`config.mk`:
```
export PLATFORM = sky130hd
export DESIGN_NAME = l2_burst_adapter
export DESIGN_NICKNAME = d
export VERILOG_FILES = /design/src/rtl/l2_pkg.sv /design/src/rtl/l2_line_buffer.sv /design/src/rtl/l2_burst_adapter.sv
export SDC_FILE = /design/constraint.sdc
export NUM_CORES = 1
export LEC_CHECK = 0
export ABC_AREA = 1
export CORE_AREA = 2 2 279 281
export DETAILED_ROUTE_END_ITERATION = 8
export DIE_AREA = 0 0 281 283
export MAX_ROUTING_LAYER = met4
export PLACE_DENSITY = 0.55
export REMOVE_ABC_BUFFERS = 1
export SLEW_MARGIN = 20
export SYNTH_ARGS = -nofsm -noshare
export SYNTH_HDL_FRONTEND = slang
export SYNTH_HIERARCHICAL = 1
export SYNTH_SLANG_ARGS = --single-unit
```
`constraint.sdc`:
```
create_clock -name clk -period 2.15 [get_ports clk]
set_input_delay 0.43 -clock clk [delete_from_list [all_inputs] [get_ports clk]]
set_output_delay 0.43 -clock clk [all_outputs]
set_load 0.005 [all_outputs]
```
`src/rtl/l2_pkg.sv`:
```
// Shared types for the L2 memory-side burst sequencer.
package l2_pkg;

  typedef enum logic [2:0] {
    ST_IDLE,
    ST_FILL_BURST,
    ST_FILL_WR,
    ST_WB_RD,
    ST_WB_CAP,
    ST_WB_BURST,
    ST_DONE
  } burst_state_t;

  typedef enum logic {
    OP_FILL = 1'b0,
    OP_WB   = 1'b1
  } op_t;

  function automatic int unsigned beats_per_line(input int unsigned line_w, input int unsigned beat_w);
    return line_w / beat_w;
  endfunction

  localparam int unsigned BEATS = beats_per_line(256, 64);

endpackage

```
`src/rtl/l2_line_buffer.sv`:
```
// One cache line of staging storage: written a beat at a time from pmem or
// loaded whole from the array, read back whole or as a selected beat.
module l2_line_buffer #(
  parameter int unsigned LINE_W = 256,
  parameter int unsigned BEAT_W = 64,
  parameter int unsigned CNT_W  = 2
) (
  input  logic              clk,
  input  logic              rst,
  input  logic              beat_we_i,
  input  logic [CNT_W-1:0]  beat_sel_i,
  input  logic [BEAT_W-1:0] beat_wdata_i,
  input  logic              line_load_i,
  input  logic [LINE_W-1:0] line_wdata_i,
  output logic [LINE_W-1:0] line_o,
  output logic [BEAT_W-1:0] beat_rdata_o
);

  localparam int unsigned NB = LINE_W / BEAT_W;

  logic [LINE_W-1:0] line_q;
  logic [LINE_W-1:0] line_d;
  logic [BEAT_W-1:0] beat_view [NB];

  // Beat 0 occupies the least significant bits of the line.
  for (genvar gi = 0; gi < NB; gi++) begin : g_beat
    assign line_d[gi*BEAT_W +: BEAT_W] =
      line_load_i                                   ? line_wdata_i[gi*BEAT_W +: BEAT_W] :
      (beat_we_i && (beat_sel_i == CNT_W'(gi)))     ? beat_wdata_i :
                                                      line_q[gi*BEAT_W +: BEAT_W];
    assign beat_view[gi] = line_q[gi*BEAT_W +: BEAT_W];
  end

  always_ff @(posedge clk) begin
    if (rst) begin
      line_q <= '0;
    end else begin
      line_q <= line_d;
    end
  end

  assign line_o       = line_q;
  assign beat_rdata_o = beat_view[beat_sel_i];

endmodule

```
`src/rtl/l2_burst_adapter.sv`:
```
// Memory-side sequencer for the L2 data array: runs one FILL (pmem burst read
// into an array line) or WRITEBACK (array line out as a pmem burst write) at a time.
module l2_burst_adapter
  import l2_pkg::*;
#(
  parameter int unsigned s_index    = 4,
  parameter int unsigned s_offset   = 5,
  parameter int unsigned line_width = 256,
  parameter int unsigned beat_width = 64
) (
  input  logic                  clk,
  input  logic                  rst,
  input  logic                  req_valid,
  output logic                  req_ready,
  input  logic                  req_op,
  input  logic [s_index-1:0]    req_index,
  input  logic [31:0]           req_addr,
  output logic                  done,
  output logic                  arr_read,
  output logic [s_index-1:0]    arr_rindex,
  input  logic [line_width-1:0] arr_dataout,
  output logic                  arr_load,
  output logic [s_index-1:0]    arr_windex,
  output logic [line_width-1:0] arr_datain,
  output logic                  pmem_read,
  output logic                  pmem_write,
  output logic [31:0]           pmem_address,
  output logic [beat_width-1:0] pmem_wdata,
  input  logic [beat_width-1:0] pmem_rdata,
  input  logic                  pmem_resp
);

  localparam int unsigned NBEATS = beats_per_line(line_width, beat_width);
  localparam int unsigned CNT_W  = (NBEATS > 1) ? $clog2(NBEATS) : 1;
  localparam logic [31:0] LINE_MASK = ~((32'd1 << s_offset) - 32'd1);
  localparam logic [CNT_W-1:0] LAST_BEAT = CNT_W'(NBEATS - 1);

  burst_state_t       state_q, state_d;
  logic [s_index-1:0] index_q, index_d;
  logic [31:0]        addr_q, addr_d;
  logic [CNT_W-1:0]   cnt_q, cnt_d;
  logic               beat_we;
  logic               line_load;

  l2_line_buffer #(
    .LINE_W (line_width),
    .BEAT_W (beat_width),
    .CNT_W  (CNT_W)
  ) u_line_buffer (
    .clk          (clk),
    .rst          (rst),
    .beat_we_i    (beat_we),
    .beat_sel_i   (cnt_q),
    .beat_wdata_i (pmem_rdata),
    .line_load_i  (line_load),
    .line_wdata_i (arr_dataout),
    .line_o       (arr_datain),
    .beat_rdata_o (pmem_wdata)
  );

  always_ff @(posedge clk) begin
    if (rst) begin
      state_q <= ST_IDLE;
      index_q <= '0;
      addr_q  <= '0;
      cnt_q   <= '0;
    end else begin
      state_q <= state_d;
      index_q <= index_d;
      addr_q  <= addr_d;
      cnt_q   <= cnt_d;
    end
  end

  // The operation kind is carried by the state path, so only index and address are held.
  always_comb begin
    state_d    = state_q;
    index_d    = index_q;
    addr_d     = addr_q;
    cnt_d      = cnt_q;
    req_ready  = 1'b0;
    done       = 1'b0;
    arr_read   = 1'b0;
    arr_load   = 1'b0;
    pmem_read  = 1'b0;
    pmem_write = 1'b0;
    beat_we    = 1'b0;
    line_load  = 1'b0;
    unique case (state_q)
      ST_IDLE: begin
        req_ready = 1'b1;
        if (req_valid) begin
          index_d = req_index;
          addr_d  = req_addr & LINE_MASK;
          state_d = (op_t'(req_op) == OP_WB) ? ST_WB_RD : ST_FILL_BURST;
        end
      end
      ST_FILL_BURST: begin
        pmem_read = 1'b1;
        if (pmem_resp) begin
          beat_we = 1'b1;
          cnt_d   = cnt_q + CNT_W'(1);
          if (cnt_q == LAST_BEAT) state_d = ST_FILL_WR;
        end
      end
      ST_FILL_WR: begin
        arr_load = 1'b1;
        state_d  = ST_DONE;
      end
      ST_WB_RD: begin
        arr_read = 1'b1;
        state_d  = ST_WB_CAP;
      end
      ST_WB_CAP: begin
        line_load = 1'b1;
        state_d   = ST_WB_BURST;
      end
      ST_WB_BURST: begin
        pmem_write = 1'b1;
        if (pmem_resp) begin
          cnt_d = cnt_q + CNT_W'(1);
          if (cnt_q == LAST_BEAT) state_d = ST_DONE;
        end
      end
      ST_DONE: begin
        done    = 1'b1;
        cnt_d   = '0;
        state_d = ST_IDLE;
      end
      default: state_d = ST_IDLE;
    endcase
  end

  assign arr_rindex   = index_q;
  assign arr_windex   = index_q;
  assign pmem_address = addr_q;

endmodule

```
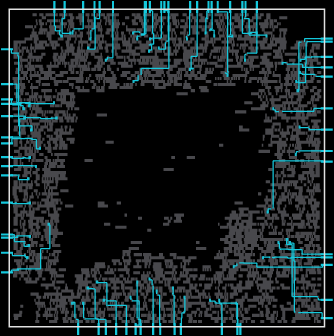
Figure 1: nets reached from selected ports.
Key: cyan = pmem_wdata [bits 64, direction output, edge 21 north, 15 west, 14 east, 14 south, end cells 64, buffers 64, wire 2640 microns]
IO Pins: 727
PortBufs: 716

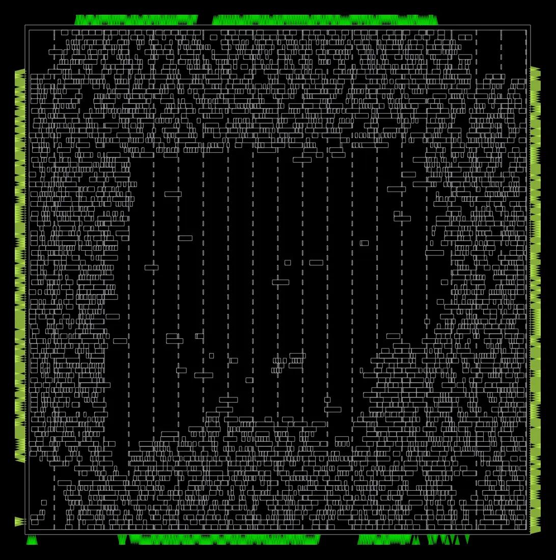
Figure 2: cell placement.
flip-flops: 292
Core Rows: 102
fillers: 8253
Core Region: 76700 sq um
sequential portion of the cell area: 20.39%

==> impl_metrics.ini <==
; yosys + openroad results
[worst_setup_path]
cp_top_family = buffers and inverters
r2r_cells = 10
crit_path_frequent_cell = buf_12
crit_start = cnt_q[0]$_SDFFE_PP0P_
r2r-start = state_q[1]$_SDFFE_PP0P_
crit_fanout = 6
crit_end = pmem_wdata[61]
worst-path-stages = 9
crit_type = reg -> out

[synth]
yosysCellCount = 2900
netlist_area_sq_um = 16920
top_area_cell = dfxtp_1
synthesis.instances = 2900
yosys.area_share.xor_xnor_pct = 0
ys_chip_area_sq_um = 16920

[die]
initCoreUtil_pct = 22.05
taps = 1040
die_width_microns = 281

[hold_path]
min_path_type = reg -> reg
min-delay-start = pmem_address[20]$_SDFFE_PP0P_
hold-path-endpoint = pmem_address[20]$_SDFFE_PP0P_

[final_layout]
clock_buffers = 57
final_core_util_pct = 37.45
seqCellArea_sq_um = 5858
antenna_cells = 8
comb_area_sq_um = 9216
buffer_area_share_pct = 33.87
final_nets = 4022

[grt]
first_global_vias = 19977
grt_pass1_wl_mm = 128.5
grt_overflow = 0

[pwr]
pg_seq_uw = 7320
comb_power_share_pct = 41.1
powerDensity_nw_per_um2 = 819.3
p_total_uw = 23530

[final_timing]
setup_ws_ns = -0.2628
finClkSkew_ns = 0.02373
setup_violations = 64
max_clock_freq_mhz = 414.5
worstMarginPinSlew_ns = 0.5082
hold_viol = 0

[clock_network]
clkSinkCount = 292

[place]
place_area_sq_um = 26140
pre_cts_ws_ns = -0.1870
dpl.hpwl_mm = 61.03
dp.cells = 4588

[drt]
drt-wirelength-per-cell_microns = 18.56
drc = 0
wl_met2_mm = 41.73
wl_met3_mm = 6.772
drt-met1-wl_mm = 36.54
via_per_inst = 4.443

[status]
violations = setup timing
status = complete, but fails checks
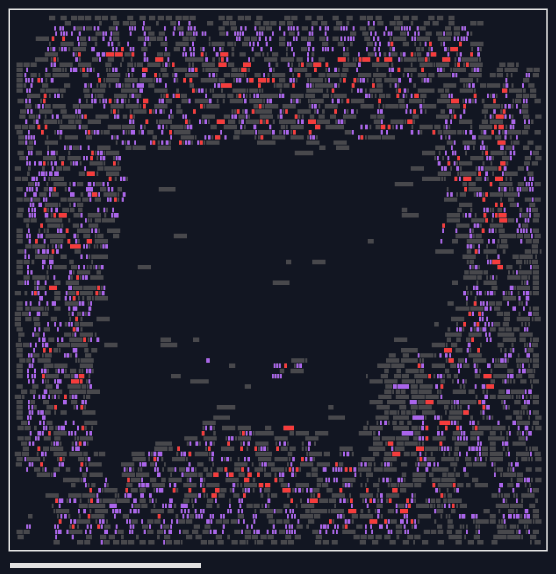
Figure 3: gate families picked out.
Bar = 100 microns.
Key: purple = nand cells [cells 1338, where widely spread]; red = aoi and oai cells [cells 289, where widely spread]
Commonest Layout Cell: nand2_1
non-filler instance count after layout: 4737
logic share of the area: 32.09%

